**M1 wires**

Scale bar: 20 um. Cells faint in the background.
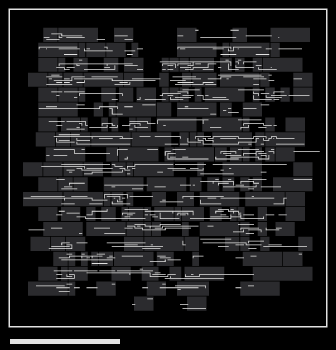
**M2 wires**

Cells faint in the background.
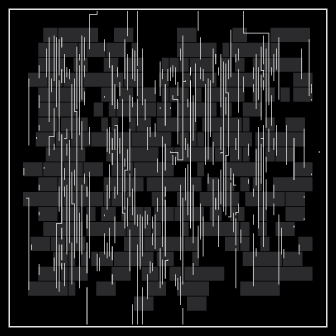
$ cat src/rtl/serial_adder.sv
`default_nettype none
// ============================================================================
//  Module      : half_adder
//  Description : Single-bit half adder (sum = a ^ b, carry = a & b).
//  Ports       : a, b  - input bits
//                s     - sum bit
//                c     - carry bit
//  Revision    : 1.0 - initial release
// ============================================================================
module half_adder (
  input  logic a,
  input  logic b,
  output logic s,
  output logic c
);
  assign s = a ^ b;
  assign c = a & b;
endmodule

// ============================================================================
//  Module      : serial_adder
//  Description : Bit-serial adder. Accepts WIDTH-bit operands plus carry-in
//                on start, adds one bit per clock (LSB first) through a
//                half-adder based full adder, then presents a registered
//                sum/cout with a one-cycle done pulse.
//  Ports       : clk    - clock, rising edge
//                rst_n  - synchronous active-low reset
//                start  - add request, sampled only in IDLE
//                a, b   - operands, captured on accepted start
//                cin    - carry-in, captured on accepted start
//                busy   - high while the add is in progress
//                done   - one-cycle pulse marking a valid result
//                sum    - registered result (low WIDTH bits)
//                cout   - registered carry-out (bit WIDTH)
//  Revision    : 1.0 - initial release
// ============================================================================
module serial_adder #(
  parameter int WIDTH = 8
) (
  input  logic             clk,
  input  logic             rst_n,
  input  logic             start,
  input  logic [WIDTH-1:0] a,
  input  logic [WIDTH-1:0] b,
  input  logic             cin,
  output logic             busy,
  output logic             done,
  output logic [WIDTH-1:0] sum,
  output logic             cout
);

  localparam int CNT_W = (WIDTH <= 2) ? 1 : $clog2(WIDTH);
  localparam logic [CNT_W-1:0] LAST_BIT = CNT_W'(WIDTH - 1);

  typedef enum logic [1:0] {
    IDLE = 2'd0,
    ADD  = 2'd1,
    DONE = 2'd2
  } state_t;

  state_t           state, state_next;
  logic [WIDTH-1:0] a_sh, b_sh, res_sh;
  logic             carry;
  logic [CNT_W-1:0] cnt;

  // Full adder on the current LSBs: two half adders, carries ORed
  logic ha0_s, ha0_c, ha1_s, ha1_c, fa_s, fa_c;

  half_adder u_ha0 (
    .a (a_sh[0]),
    .b (b_sh[0]),
    .s (ha0_s),
    .c (ha0_c)
  );

  half_adder u_ha1 (
    .a (ha0_s),
    .b (carry),
    .s (ha1_s),
    .c (ha1_c)
  );

  assign fa_s = ha1_s;
  assign fa_c = ha0_c | ha1_c;

  // Result register after this cycle's bit is shifted in from the MSB side;
  // on the final bit this is the complete sum.
  logic [WIDTH-1:0] res_next;
  assign res_next = {fa_s, res_sh[WIDTH-1:1]};

  // Next-state and output decode
  always_comb begin
    state_next = state;
    busy       = 1'b0;
    done       = 1'b0;
    case (state)
      IDLE: begin
        if (start) state_next = ADD;
      end
      ADD: begin
        busy = 1'b1;
        if (cnt == LAST_BIT) state_next = DONE;
      end
      DONE: begin
        done       = 1'b1;
        state_next = IDLE;
      end
      default: state_next = IDLE;
    endcase
  end

  always_ff @(posedge clk) begin
    if (!rst_n) begin
      state  <= IDLE;
      a_sh   <= '0;
      b_sh   <= '0;
      res_sh <= '0;
      carry  <= 1'b0;
      cnt    <= '0;
      sum    <= '0;
      cout   <= 1'b0;
    end else begin
      state <= state_next;
      case (state)
        IDLE: begin
          if (start) begin
            a_sh   <= a;
            b_sh   <= b;
            carry  <= cin;
            res_sh <= '0;
            cnt    <= '0;
          end
        end
        ADD: begin
          a_sh   <= {1'b0, a_sh[WIDTH-1:1]};
          b_sh   <= {1'b0, b_sh[WIDTH-1:1]};
          res_sh <= res_next;
          carry  <= fa_c;
          cnt    <= cnt + CNT_W'(1);
          // Publish on the last bit so sum/cout are valid alongside done
          if (cnt == LAST_BIT) begin
            sum  <= res_next;
            cout <= fa_c;
          end
        end
        default: ;
      endcase
    end
  end

endmodule
`default_nettype wire

$ cat config.mk
export PLATFORM = sky130hd
export DESIGN_NAME = serial_adder
export DESIGN_NICKNAME = d
export VERILOG_FILES = /design/src/rtl/serial_adder.sv
export SDC_FILE = /design/constraint.sdc
export NUM_CORES = 1
export LEC_CHECK = 0
export ABC_CLOCK_PERIOD_IN_PS = 3300
export CORE_MARGIN = 2
export CORE_UTILIZATION = 54
export CTS_CLUSTER_SIZE = 24
export DETAILED_ROUTE_END_ITERATION = 10
export PLACE_DENSITY = 0.8
export SLEW_MARGIN = 20
export SYNTH_ARGS = -nofsm -noshare
export SYNTH_HDL_FRONTEND = slang
export SYNTH_SLANG_ARGS = --single-unit
$ cat constraint.sdc
create_clock -name clk -period 3.3 [get_ports clk]
set_input_delay 0.66 -clock clk [delete_from_list [all_inputs] [get_ports clk]]
set_output_delay 0.66 -clock clk [all_outputs]
set_load 0.005 [all_outputs]
==> flow_summary.ini <==
; implementation run metrics
[routing]
m1WireLength_mm = 1.18
avgViaCountPerCell = 5.63
met3_wirelength_um = 145
drtIter0Drc = 20
dr.pass1.iters = 4
ant_nets = 0
drc = 0

[floorplan]
die_area_mm2 = 0.00332
die-width_um = 57.6
dieHeight_um = 57.6
core_util_floorplan_pct = 56.7
core-area_mm2 = 0.00273

[worst_setup_path]
path_buffers = 3
crit_arrival_ns = 1.94
cp.required_ns = 2.64
crit_start = state[0]$_SDFFE_PN0P_
r2r_cells = 4
crit_path_end = busy
worstSetupEndpointType = output port
path_class = register to output port
crit_cells = 4
path_cells = buf_4 -> nand2b_1 -> inv_1 -> clkdlybuf4s50_1
r2r_end = b_sh[5]$_SDFFE_PN0P_

[final_timing]
finalMaxSlewViolations = 0
fin_crit_ns = 2.60
finalClockPeriodUsage_pct = 78.7
tightestPinTransition_ns = 0.515
clock.fmax_mhz = 385

[run]
warnings = 26

[global_route]
grt_pass1_vias = 1137
gr-total-overflow = 0
grt_pass1_wl_mm = 4.76
grt_busiest_layer = met2
grtUsageTotal_pct = 18.5
grt_antenna_before_repair = 0

[power_and_ir_drop]
vdd.ir_drop.worst_mv = 0.508
total_leakage_power_nw = 0.708
comb_power_mw = 0.102
p_int_mw = 0.689
seqPwrFrac_pct = 54.5
top_power_group = registers

[place]
dp_cells = 211
place_congestion = 0.728
portBuffers = 30
placed_cell_area_mm2 = 0.00180

[clock_tree]
hold_buffers = 0
cts_sinks = 38
htree_levels = 2
tritoncts = yes

[synth]
synthesis.instances = 162
postSynthAreaPerCell_um2 = 9.57
async_reset_ff_share_pct = 0
adder_share_pct = 2.91
fp_nets = 185
ys_cells = 162
ys_dominant_reg_cell = dfxtp_1
ys_warn_count = 0
yosysTopAreaCell = dfxtp_1

[final_layout]
drive_gt1_share_pct = 7.45
final_cells = 219
fillers = 222
syn_to_final_growth_pct = 21.4
fin_nets = 210

[min_path]
hp-start = cnt[0]$_SDFFE_PN0P_
hold_path.class = register to register

[status]
outcome = completed
Notes on 'M1 wires' above:
nets with wire on the layer: 183
longest straight run: 13.3 um
Total Wirelength: 2.84 mm
met1 Usage GRT: 18.9%
routed vias: 1232

Notes on 'M2 wires' above:
nets with wire on the layer: 180
main direction: vertical
met2 Usage GRT: 35.1%

layout make-up:
cell class	instances	share of cell area, %
Clock inverter	3	2.13
Timing Repair Buffer	32	16.8
Clock buffer	5	1.99
Inverter	3	0.598
Sequential cell	38	40.4
Multi-Input combinational cell	107	36.0
Tap cell	31	2.06
placed cells by master (no fill, tap or decap), drive strengths merged, types with 2 or more instances in the layout:
master         synthesis  layout
o21ai                 13      13
nand2                 16      16
ha                     2       2
clkbuf                 1       5
nor4b                  2       2
dfxtp                 38      38
a21oi                  2       2
clkdlybuf4s50          0      30
o22ai                  9       9
clkinv                 0       2
nand3                 11      11
mux2i                 14      14
buf                   13       2
a211oi                15      15
inv                    3       3
nor2                  17      17
